**src/rtl/sparhixcel_pkg.sv**
```systemverilog
// sparhixcel_pkg: shared systolic-array constants and weight-load FSM states
package sparhixcel_pkg;
    localparam int N_ROWS_ARRAY  = 4;
    localparam int N_COLS_ARRAY  = 4;
    localparam int N             = 3;
    localparam int F_WIDTH       = 8;
    localparam int SEL_WIDTH     = $clog2(N);
    localparam int NUM_COL_WIDTH = $clog2(N + 1);
    typedef enum logic [1:0] {IDLE, REQ, WAIT, DONE} wls_state_t;
endpackage

```
**src/rtl/pe_index_counter.sv**
```systemverilog
// pe_index_counter: nested tap/column/row walker with programmable tap limit
module pe_index_counter #(
    parameter int N_ROWS    = 4,
    parameter int N_COLS    = 4,
    parameter int SEL_WIDTH = 2
) (
    input  logic                      clk_i,
    input  logic                      rst_i,
    input  logic                      clr_i,
    input  logic                      en_i,
    input  logic [SEL_WIDTH-1:0]      k_max_i,
    output logic [SEL_WIDTH-1:0]      k_o,
    output logic [$clog2(N_COLS)-1:0] c_o,
    output logic [$clog2(N_ROWS)-1:0] r_o,
    output logic                      last_o
);
    localparam int CW = $clog2(N_COLS);
    localparam int RW = $clog2(N_ROWS);
    logic [SEL_WIDTH-1:0] k_q, k_d;
    logic [CW-1:0]        c_q, c_d;
    logic [RW-1:0]        r_q, r_d;
    logic                 k_wrap, c_wrap, r_wrap;
    always_comb begin
        k_wrap = k_q == k_max_i;
        c_wrap = c_q == CW'(N_COLS - 1);
        r_wrap = r_q == RW'(N_ROWS - 1);
        k_d    = clr_i ? '0 : !en_i ? k_q : k_wrap ? '0 : k_q + 1'b1;
        c_d    = clr_i ? '0 : !(en_i && k_wrap) ? c_q : c_wrap ? '0 : c_q + 1'b1;
        r_d    = clr_i ? '0 : !(en_i && k_wrap && c_wrap) ? r_q : r_wrap ? '0 : r_q + 1'b1;
    end
    always_ff @(posedge clk_i or posedge rst_i) begin
        if (rst_i) begin
            k_q <= '0;
            c_q <= '0;
            r_q <= '0;
        end else begin
            k_q <= k_d;
            c_q <= c_d;
            r_q <= r_d;
        end
    end
    assign k_o    = k_q;
    assign c_o    = c_q;
    assign r_o    = r_q;
    assign last_o = k_wrap && c_wrap && r_wrap;
endmodule

```
**src/rtl/weight_load_sequencer.sv**
```systemverilog
// weight_load_sequencer: fetches filter taps from weight memory and strobes them into each PE
module weight_load_sequencer #(
    parameter int N_ROWS_ARRAY  = sparhixcel_pkg::N_ROWS_ARRAY,
    parameter int N_COLS_ARRAY  = sparhixcel_pkg::N_COLS_ARRAY,
    parameter int F_WIDTH       = sparhixcel_pkg::F_WIDTH,
    parameter int N             = sparhixcel_pkg::N,
    parameter int SEL_WIDTH     = $clog2(N),
    parameter int NUM_COL_WIDTH = $clog2(N + 1),
    parameter int W_ADDRS_WIDTH = 10
) (
    input  logic                            clk_i,
    input  logic                            rst_i,
    input  logic                            start_i,
    input  logic [NUM_COL_WIDTH-1:0]        filter_size_i,
    input  logic [W_ADDRS_WIDTH-1:0]        base_addrs_i,
    output logic                            mem_rd_o,
    output logic [W_ADDRS_WIDTH-1:0]        mem_addrs_o,
    input  logic [F_WIDTH-1:0]              mem_data_i,
    input  logic                            mem_valid_i,
    output logic [F_WIDTH-1:0]              f_weight_o,
    output logic                            load_o,
    output logic [SEL_WIDTH-1:0]            f_sel_o,
    output logic [$clog2(N_ROWS_ARRAY)-1:0] row_num_o,
    output logic [$clog2(N_COLS_ARRAY)-1:0] column_num_o,
    output logic                            busy_o,
    output logic                            done_o,
    output logic                            err_o
);
    import sparhixcel_pkg::*;
    localparam int RW = $clog2(N_ROWS_ARRAY);
    localparam int CW = $clog2(N_COLS_ARRAY);
    wls_state_t                 state_q, state_d;
    logic [NUM_COL_WIDTH-1:0]   fs_q, fs_d;
    logic [W_ADDRS_WIDTH-1:0]   base_q, base_d, count_q, count_d;
    logic [F_WIDTH-1:0]         weight_q, weight_d;
    logic [SEL_WIDTH-1:0]       sel_q, sel_d, k;
    logic [RW-1:0]              row_q, row_d, r;
    logic [CW-1:0]              col_q, col_d, c;
    logic                       load_q, load_d, done_q, done_d, err_q, err_d;
    logic                       cnt_clr, cnt_en, last, legal;
    pe_index_counter #(
        .N_ROWS    (N_ROWS_ARRAY),
        .N_COLS    (N_COLS_ARRAY),
        .SEL_WIDTH (SEL_WIDTH)
    ) u_idx (
        .clk_i   (clk_i),
        .rst_i   (rst_i),
        .clr_i   (cnt_clr),
        .en_i    (cnt_en),
        .k_max_i (SEL_WIDTH'(fs_q - 1'b1)),
        .k_o     (k),
        .c_o     (c),
        .r_o     (r),
        .last_o  (last)
    );
    assign legal = filter_size_i != '0 && filter_size_i <= NUM_COL_WIDTH'(N);
    always_comb begin
        state_d  = state_q;
        fs_d     = fs_q;
        base_d   = base_q;
        count_d  = count_q;
        weight_d = weight_q;
        sel_d    = sel_q;
        row_d    = row_q;
        col_d    = col_q;
        load_d   = 1'b0;
        err_d    = 1'b0;
        done_d   = state_q == DONE;
        cnt_clr  = 1'b0;
        cnt_en   = 1'b0;
        case (state_q)
            IDLE: if (start_i) begin
                if (legal) begin
                    fs_d    = filter_size_i;
                    base_d  = base_addrs_i;
                    count_d = '0;
                    cnt_clr = 1'b1;
                    state_d = REQ;
                end else begin
                    err_d = 1'b1;
                end
            end
            REQ: state_d = WAIT;
            WAIT: if (mem_valid_i) begin
                weight_d = mem_data_i;
                sel_d    = k;
                row_d    = r;
                col_d    = c;
                load_d   = 1'b1;
                count_d  = count_q + 1'b1;
                cnt_en   = 1'b1;
                state_d  = last ? DONE : REQ;
            end
            default: state_d = IDLE;
        endcase
    end
    always_ff @(posedge clk_i or posedge rst_i) begin
        if (rst_i) begin
            state_q  <= IDLE;
            fs_q     <= '0;
            base_q   <= '0;
            count_q  <= '0;
            weight_q <= '0;
            sel_q    <= '0;
            row_q    <= '0;
            col_q    <= '0;
            load_q   <= 1'b0;
            done_q   <= 1'b0;
            err_q    <= 1'b0;
        end else begin
            state_q  <= state_d;
            fs_q     <= fs_d;
            base_q   <= base_d;
            count_q  <= count_d;
            weight_q <= weight_d;
            sel_q    <= sel_d;
            row_q    <= row_d;
            col_q    <= col_d;
            load_q   <= load_d;
            done_q   <= done_d;
            err_q    <= err_d;
        end
    end
    assign mem_rd_o     = state_q == REQ;
    assign mem_addrs_o  = base_q + count_q;
    assign busy_o       = state_q != IDLE;
    assign f_weight_o   = weight_q;
    assign load_o       = load_q;
    assign f_sel_o      = sel_q;
    assign row_num_o    = row_q;
    assign column_num_o = col_q;
    assign done_o       = done_q;
    assign err_o        = err_q;
endmodule

```
**config.mk**
```make
export PLATFORM = sky130hd
export DESIGN_NAME = weight_load_sequencer
export DESIGN_NICKNAME = d
export VERILOG_FILES = /design/src/rtl/sparhixcel_pkg.sv /design/src/rtl/pe_index_counter.sv /design/src/rtl/weight_load_sequencer.sv
export SDC_FILE = /design/constraint.sdc
export NUM_CORES = 1
export LEC_CHECK = 0
export ABC_CLOCK_PERIOD_IN_PS = 5900
export CAP_MARGIN = 40
export CORE_MARGIN = 3
export CORE_UTILIZATION = 54
export CTS_CLUSTER_DIAMETER = 30
export DETAILED_ROUTE_END_ITERATION = 16
export GPL_TIMING_DRIVEN = 0
export HOLD_SLACK_MARGIN = 0.12
export PLACE_DENSITY = 0.86
export SYNTH_ARGS = -nofsm -noshare
export SYNTH_HDL_FRONTEND = slang
export SYNTH_SLANG_ARGS = --single-unit
```
**constraint.sdc**
```tcl
create_clock -name clk_i -period 5.9 [get_ports clk_i]
set_input_delay 1.77 -clock clk_i [delete_from_list [all_inputs] [get_ports clk_i]]
set_output_delay 1.77 -clock clk_i [all_outputs]
set_load 0.05 [all_outputs]
```
==> reports/metrics.yaml <==
outcome: "finished, final reports clean"
crit_type: "flip-flop to output pin"
cts_tree: "done"
ff_count: 47
antenna_left: 0
drt_first_iter_violations: 115
rr_endpoint: "f_weight_o[2]$_DFFE_PP0P_"
warnings: 26
cts_made_buffers: 5
ff_latch_area_um2: 1180
seqPwrFrac_pct: 31.2
layout_top_cell: "nand2_1"
drc: 0
aoi_share_pct: 8.91
num_vias: 2025
topCellsByArea: "dfrtp_1 (48%), nand2_1 (14%), ha_1 (6.2%)"
hold_viol_final: 0
worstHoldPathType: "flip-flop to flip-flop"
clock_power_share_pct: 15.4
numSynthFlops: 47
grt_util_met2_pct: 36.2
worstSkewPairLatency_ns: 0.31
top_cell_area_share_pct: 48.4
use_met3_pct: 5.51
synthCells: 269
layout.area.comb_um2: 1200
yosys-top-cells-count: "nand2_1 (91), dfrtp_1 (47), nor2_1 (13)"
arrival_ns: 3.15
ys_cells: 269
synth.cellmix.simpleShare_pct: 26.2
cp.depth: 7
clock_sinks: 47
syn_avg_cell_area_um2: 9.03
comb_cells: 209
r2r-start: "state_q[0]$_DFFE_PP0P_"
n_all_buffers: 61
timing.final.ws_setup_ns: 0.984
grt_max_degree: 26
skew_ns: 0.00868
die_h_um: 73.1
grt_pass1_wl_mm: 9.11
wl_per_cell_um: 14.1
pwr-share-comb_pct: 53.4
die_w_um: 73.1
hold_buffers: 0
top_area_cell: "dfrtp_1"
cp.buffers_inverters: 1
cp_max_fo: 5
cpLargestDelayFamily: "buffers and inverters"
cpMaxStageDelayCell: "clkdlybuf4s50_1"
post-cts-setup-buffers: 0
antenna_found_initial: 0
tightestPinTransition_ns: 0.525
fin_util_pct: 75.7
yosysWarnings: 0
ys_chip_area_um2: 2430
nets: 366
inverters: 5
slowest_delay_ns: 0.82
wl_met2_mm: 2.57
place_congestion: 0.845
worst_setup_path_end_kind: "output pin"
reg2reg_slack_ns: 4.10
synthTopLogicFamily: "simple AND/OR/NAND/NOR gates"
ctsRootBufferMaster: "clkbuf_8"
hold_start: "f_weight_o[7]$_DFFE_PP0P_"
final_cell_mix: "nand2_1 (91), clkdlybuf4s50_1 (52), dfrtp_1 (47), nor2_1 (13), ha_1 (12)"
final-clk-cell-share_pct: 3.69
power_clock_mw: 0.244
maxPowerGroup: "combinational cells"
crit_path_cell_trace: "ha_1 -> fa_1 -> a21oi_1 -> o211ai_1 -> o41ai_1 -> xnor2_1 -> clkdlybuf4s50_1"
ys_sh_xor_pct: 5.05
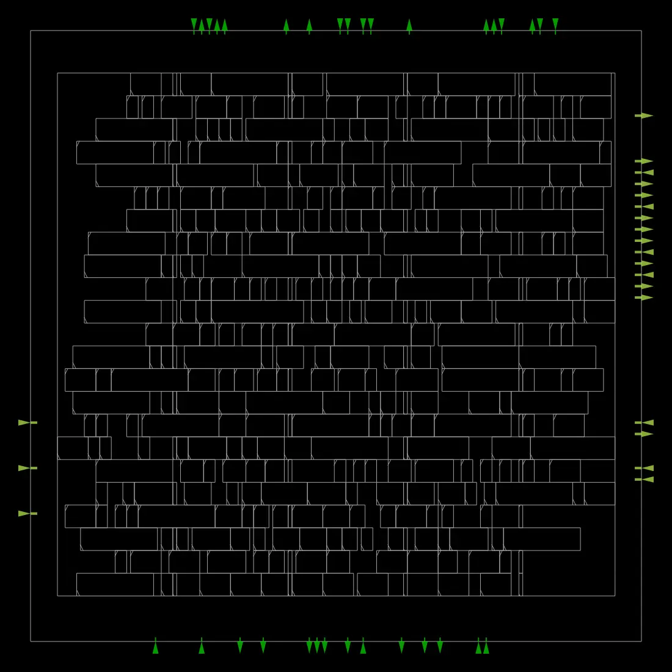
Figure 1: placed standard cells.
row count: 23
tap cells: 50

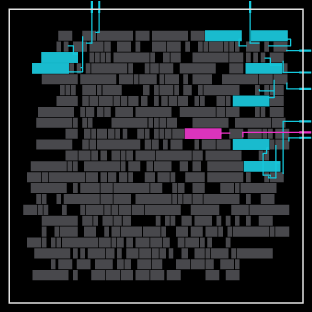
Figure 2: wires at chosen ports, followed through buffers.
Drawn at 4 px/um.
colour	port	bits	direction	edge	end cells	wire
cyan	f_weight_o	8	output	5 right, 3 top	8	130 um
magenta	err_o	1	output	right	1	18.3 um
# IOs: 53
I/O Buffers: 52

No activity file was given, so power comes from the tool's default toggle rates.
